Fig. 1: met3 routing
(1 px per um) Cells faint in the background.
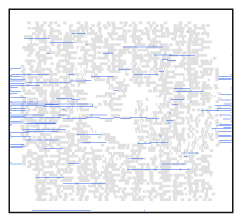
Fig. 2: metal layers overlaid
(1.5 px per um)
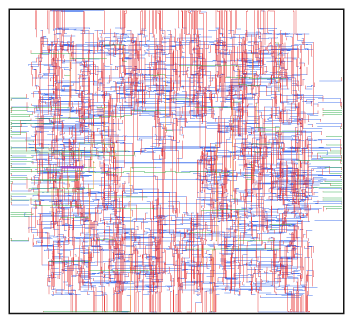
Fig. 3: M2 wires
(1 px per um)
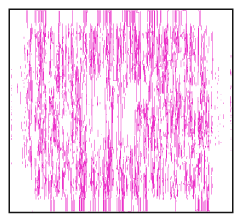
Fig. 4: floorplan with the power grid
(1.5 px per um) Pins as bars on the die edge. Tap cells in gray.
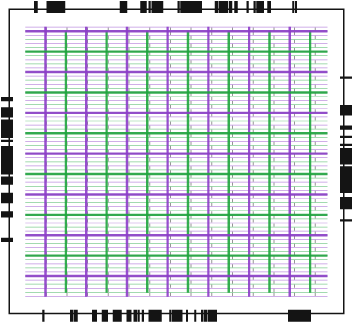
Fig. 5: clock wiring as the flow saved it
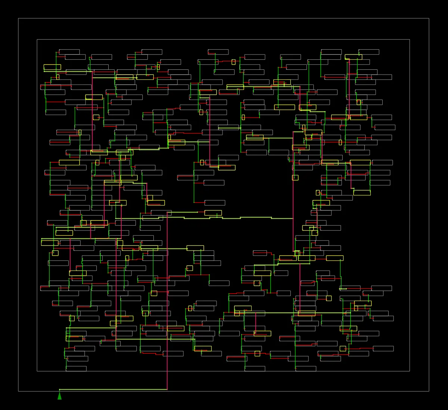
`src/rtl/regfile_wr_arbiter.sv`:
```
// regfile_wr_arbiter
//   Write-port arbiter for a single-write-port register file. It queues the
//   dual write-back requests (dstE/valE, dstM/valM) in a small FIFO and drains
//   one write per cycle. It also flags decode reads that hit a pending write.
//
// Optional feature (macro RF_ARB_FWD_EN):
//   When defined, adds fwdA_valid/fwdA_val and fwdB_valid/fwdB_val. These carry
//   the value of the youngest queued write that matches srcA/srcB.
//
// Ports:
//   clk, rst             clock; synchronous active-high reset
//   wb_valid, wb_ready   write-back request handshake
//   dstE/valE, dstM/valM E and M write-back ports (RNONE = no write)
//   rf_we/rf_dst/rf_val  register-file write port, driven from the FIFO head
//   srcA, srcB           decode read addresses
//   srcA_busy/srcB_busy  read address matches an occupied FIFO entry
//   count, full, empty   FIFO occupancy
module regfile_wr_arbiter #(
   parameter int         DEPTH = 4,
   parameter logic [3:0] RNONE = 4'hF
) (
   input  logic                     clk,
   input  logic                     rst,
   input  logic                     wb_valid,
   output logic                     wb_ready,
   input  logic [3:0]               dstE,
   input  logic [63:0]              valE,
   input  logic [3:0]               dstM,
   input  logic [63:0]              valM,
   output logic                     rf_we,
   output logic [3:0]               rf_dst,
   output logic [63:0]              rf_val,
   input  logic [3:0]               srcA,
   input  logic [3:0]               srcB,
   output logic                     srcA_busy,
   output logic                     srcB_busy,
`ifdef RF_ARB_FWD_EN
   output logic                     fwdA_valid,
   output logic [63:0]              fwdA_val,
   output logic                     fwdB_valid,
   output logic [63:0]              fwdB_val,
`endif
   output logic [$clog2(DEPTH):0]   count,
   output logic                     full,
   output logic                     empty
);

   localparam int PW = (DEPTH > 1) ? $clog2(DEPTH) : 1;
   localparam int CW = $clog2(DEPTH) + 1;

   logic [3:0]    mem_dst [DEPTH];
   logic [63:0]   mem_val [DEPTH];
   logic [PW-1:0] head, tail, tail_p1;
   logic          accept, push_e, push_m, pop;
   logic [CW-1:0] npush;
   logic [DEPTH-1:0] occ, hit_a, hit_b;

   // Readiness only looks at the current count, so it does not depend on this
   // cycle's pop. Two free slots always cover the worst-case two pushes.
   assign wb_ready = (CW'(DEPTH) - count) >= CW'(2);
   assign full     = (count == CW'(DEPTH));
   assign empty    = (count == '0);

   assign accept  = wb_valid && wb_ready;
   assign push_m  = accept && (dstM != RNONE);
   // When both ports target the same register, M wins (e.g. popq %rsp).
   // Only the M entry is kept.
   assign push_e  = accept && (dstE != RNONE) && (dstE != dstM);
   assign npush   = CW'(push_e) + CW'(push_m);
   assign pop     = !empty;
   assign tail_p1 = tail + PW'(1);

   always_ff @(posedge clk) begin
      if (rst) begin
         head  <= '0;
         tail  <= '0;
         count <= '0;
      end else begin
         head  <= head + PW'(pop);
         tail  <= tail + PW'(npush);
         count <= count + npush - CW'(pop);
      end
   end

   // Storage needs no reset. Only entries covered by count are ever observed.
   always_ff @(posedge clk) begin
      if (push_e) begin
         mem_dst[tail] <= dstE;
         mem_val[tail] <= valE;
      end
      if (push_m) begin
         mem_dst[push_e ? tail_p1 : tail] <= dstM;
         mem_val[push_e ? tail_p1 : tail] <= valM;
      end
   end

   assign rf_we  = !empty;
   assign rf_dst = empty ? RNONE : mem_dst[head];
   assign rf_val = empty ? 64'd0 : mem_val[head];

   // An entry is occupied when its distance from head is below count.
   for (genvar i = 0; i < DEPTH; i++) begin : g_ent
      logic [PW-1:0] off;
      assign off      = PW'(i) - head;
      assign occ[i]   = CW'(off) < count;
      assign hit_a[i] = occ[i] && (mem_dst[i] == srcA);
      assign hit_b[i] = occ[i] && (mem_dst[i] == srcB);
   end

   assign srcA_busy = (srcA != RNONE) && (|hit_a);
   assign srcB_busy = (srcB != RNONE) && (|hit_b);

`ifdef RF_ARB_FWD_EN
   assign fwdA_valid = srcA_busy;
   assign fwdB_valid = srcB_busy;

   // Walk the entries from oldest to youngest. A later match overrides an
   // earlier one, so the value closest to tail wins.
   always_comb begin
      fwdA_val = '0;
      fwdB_val = '0;
      for (int k = 0; k < DEPTH; k++) begin
         logic [PW-1:0] idx;
         idx = head + PW'(k);
         if ((CW'(k) < count) && (mem_dst[idx] == srcA)) fwdA_val = mem_val[idx];
         if ((CW'(k) < count) && (mem_dst[idx] == srcB)) fwdB_val = mem_val[idx];
      end
   end
`endif

endmodule

```
`config.mk`:
```
export PLATFORM = sky130hd
export DESIGN_NAME = regfile_wr_arbiter
export DESIGN_NICKNAME = d
export VERILOG_FILES = /design/src/rtl/regfile_wr_arbiter.sv
export SDC_FILE = /design/constraint.sdc
export NUM_CORES = 1
export LEC_CHECK = 0
export ABC_CLOCK_PERIOD_IN_PS = 8270
export CAP_MARGIN = 15
export CELL_PAD_IN_SITES_DETAIL_PLACEMENT = 1
export CELL_PAD_IN_SITES_GLOBAL_PLACEMENT = 2
export CORE_ASPECT_RATIO = 0.9
export CORE_MARGIN = 10
export CORE_UTILIZATION = 40
export CTS_CLUSTER_DIAMETER = 40
export DETAILED_ROUTE_END_ITERATION = 6
export GPL_ROUTABILITY_DRIVEN = 0
export GPL_TIMING_DRIVEN = 0
export PLACE_DENSITY_LB_ADDON = 0.3
export SYNTH_ARGS = -nofsm -noshare
export SYNTH_HDL_FRONTEND = slang
export SYNTH_SLANG_ARGS = --single-unit
```
`constraint.sdc`:
```
create_clock -name clk -period 8.27 [get_ports clk]
set_input_delay 1.654 -clock clk [delete_from_list [all_inputs] [get_ports clk]]
set_output_delay 1.654 -clock clk [all_outputs]
set_load 0.01 [all_outputs]
```
==> flow_summary_export.csv <==
group,metric,value,unit
run_status,outcome,"complete, no violations",
power_and_ir_drop,power_switching_share,33.0,%
run,stage_log_warnings,32,
timing,timing.final.setup_violations,0,
grt,grt.overflow.total,0,
synth,top_cells_by_area,"sky130_fd_sc_hd__edfxtp_1 56%, sky130_fd_sc_hd__mux2_2 21%, sky130_fd_sc_hd__mux4_2 10%",
die,die_height,202,um
grt,grt_pass1_vias,10300,
synth,yosys_area,0.0147,mm^2
synth,ys_warn_count,0,
synth,post_synth.cell_area_avg,16.5,um^2
finish,seq_area_share,43.0,%
worst_setup_path,critical_path.reg2reg.startpoint,"count[0]$_SDFF_PP0_",
timing,max-slew-margin-rel,30.5,%
synth,most_common_cell,"sky130_fd_sc_hd__edfxtp_1",
grt,wire_length_of_the_first_global_routing_pass,64900,um
synth,ys_seq_elements,279,
finish,n_fill_cell,3472,
die,die_w,222,um
die,fp-row-count,66,
synth,synthesized_cell_area,0.0147,mm^2
power_and_ir_drop,switch_pwr,2.33,mW
route,final_antenna_net_count,0,
finish,n_all_inverters,13,
power_and_ir_drop,power.share.combinational,43.6,%
cts,cts_hold_repair.buffers,0,
worst_setup_path,crit_path_start_kind,"flip-flop",
finish,non_clock_buffer_count,288,
die,die-area,0.0448,mm^2
timing,rsz0062_at_grt,"false",
timing,maxSlewViolCount,0,
cts,tritoncts.num_buffers,46,
worst_setup_path,startpoint,"head[0]$_SDFF_PP0_",
finish,final-comb-area,0.00614,mm^2
grt,largest_net_degree_at_the_start_of_global_routing,22,
route,m1_wire_length,17900,um
cts,tritoncts_clock_tree,"built",
finish,final_net_count,1333,
power_and_ir_drop,power_leakage,6.36,nW
power_and_ir_drop,worst_case_vdd_ir_drop,0.000220,V
route,avgViaCountPerCell,5.36,
synth,synth-edff-count,272,
route,met3_length,1980,um
worst_setup_path,worst_path_dominant_cell_family,"buffers and inverters",
worst_setup_path,critical_path.cell_chain,"clkbuf_1, buf_1, xor2_1, inv_1, ha_1, a21oi_1, o21ai_0, a41oi_1, clkdlybuf4s50_1",
power_and_ir_drop,power.total,7.07,mW
power_and_ir_drop,sequentialPowerShare,30.3,%
route,drt_iter0_markers,614,
die,num_io_pins,224,
worst_setup_path,timing.rr.end,"mem_val[1][53]$_DFFE_PP_",
route,number_of_remaining_drc_errors,0,
timing,min_period,5.53,ns
timing,layout_worst_path_cycle_share,66.8,%
worst_setup_path,critical_path.max_fanout,10,
finish,n_antenna_cell,4,
placement,port-buffer-count,214,
die,placeableCoreArea,0.0362,mm^2
worst_setup_path,crit_slowest_cell,"sky130_fd_sc_hd__clkbuf_1",
power_and_ir_drop,power.share.clock,26.1,%
finish,seq_area,0.00831,mm^2
cts,h-tree-depth,2,
finish,area_dominant_class,"registers",
route,finalWirelength,42100,um
worst_setup_path,cp_num_cells,9,
grt,antenna_violations_before_repair,4,
synth,dominantRegCellSynth,"sky130_fd_sc_hd__edfxtp_1",
placement,detailedPlacementHpwl,28600,um
worst_setup_path,timing.critical_path.to_type,"output pin",
synth,synth.lib_cells_used.distinct,33,
synth,synth.largest_area_cell,"sky130_fd_sc_hd__edfxtp_1",
synth,seq_area_frac_synth,56.5,%
cts,clk_root_buffer_cell,"sky130_fd_sc_hd__clkbuf_16",
power_and_ir_drop,cellPowerDensity,366,mW/mm^2
worst_setup_path,timing.reg2reg.setup_slack,4.25,ns
worst_setup_path,ff2ff_path_depth,10,
synth,yosys-stat-cells,892,
About Fig. 1:
longest straight run = 78.4 um
nets with wire on the layer = 111
share of all routed wire = 4.7%
wire length on this layer = 1980 um
main direction = horizontal

About Fig. 2:
metal 2 -> red  # wire length 21.5 mm
metal 3 -> green  # wire length 1980 um
metal 4 -> orange  # wire length 711 um
metal 1 -> blue  # wire length 17900 um
metal 5 -> purple  # wire length 13.8 um

About Fig. 3:
nets with wire on the layer = 1247
share of all routed wire = 51%
main direction = vertical
wire length on this layer = 21.5 mm
longest straight run = 77.7 um

About Fig. 4:
VDD -> green
VSS -> purple
met5 straps = 13
met4 straps = 14
met1 rails = 67
tap cells = 476
rows = 66

About Fig. 5:
setup clock skew after layout: 0.0234 ns
num sequential: 279
Clk Latency, worst-skew pair: 0.56 ns
clock group power: 1.84 mW

flip-flops by register name, summed over array words and instances (netlist names):
name and flops:
mem_val 256, mem_dst 16, count 3, head 2, tail 2
cell families (layout without fill, tap and decap cells):
group / count (synthesis) / count (layout) / share of synthesized area [%]
other cells: 0 / 4 / 0
xor+xnor: 42 / 42 / 2.50
compound gates: 18 / 18 / 0.894
mux: 344 / 344 / 31.5
flops: 279 / 279 / 56.5
simple gates: 116 / 116 / 4.79
fa+ha+maj: 19 / 19 / 1.67
buf+inv: 74 / 387 / 2.08
through the flow:
step                      hold WS, ns  area (um^2)  setup slack (ns)  cells
after floorplan                 0.545        14700              2.03    892
after detailed placement        0.576        17800              2.88   1595
after global placement          0.556        17400             -2.27   1582
after global routing            0.674        19300              2.42   1681
final                           0.588        19300              2.74   1685
after CTS                       0.594        19300              2.64   1681
power groups by stage:
| stage | registers [mW] | clock network, mW | logic, mW |
|---|---|---|---|
| final | 2.14 | 1.84 | 3.09 |
| after global routing | 2.18 | 1.94 | 3.34 |
| after CTS | 2.15 | 1.88 | 3.16 |
| after detailed placement | 2.17 | 0 | 3.13 |
| after global placement | 2.28 | 0 | 2.94 |
| after floorplan | 2.19 | 0 | 1.72 |
layer usage:
layer	vias to the layer above	GRT usage, %
li1	4090	-
met1	4691	23.3
met2	191	32.2
met3	55	4.07
met4	2	4.52
met5	-	0
worst min-delay path by stage:
stage,end,slack (ns),cells past startpoint
floorplan,head[0]$_SDFF_PP0_,0.55,2
global placement,head[0]$_SDFF_PP0_,0.56,2
detailed placement,head[0]$_SDFF_PP0_,0.58,2
CTS,head[0]$_SDFF_PP0_,0.59,2
global route,head[0]$_SDFF_PP0_,0.67,2
finish,head[0]$_SDFF_PP0_,0.59,2
Power and IR drop assume default switching activity.
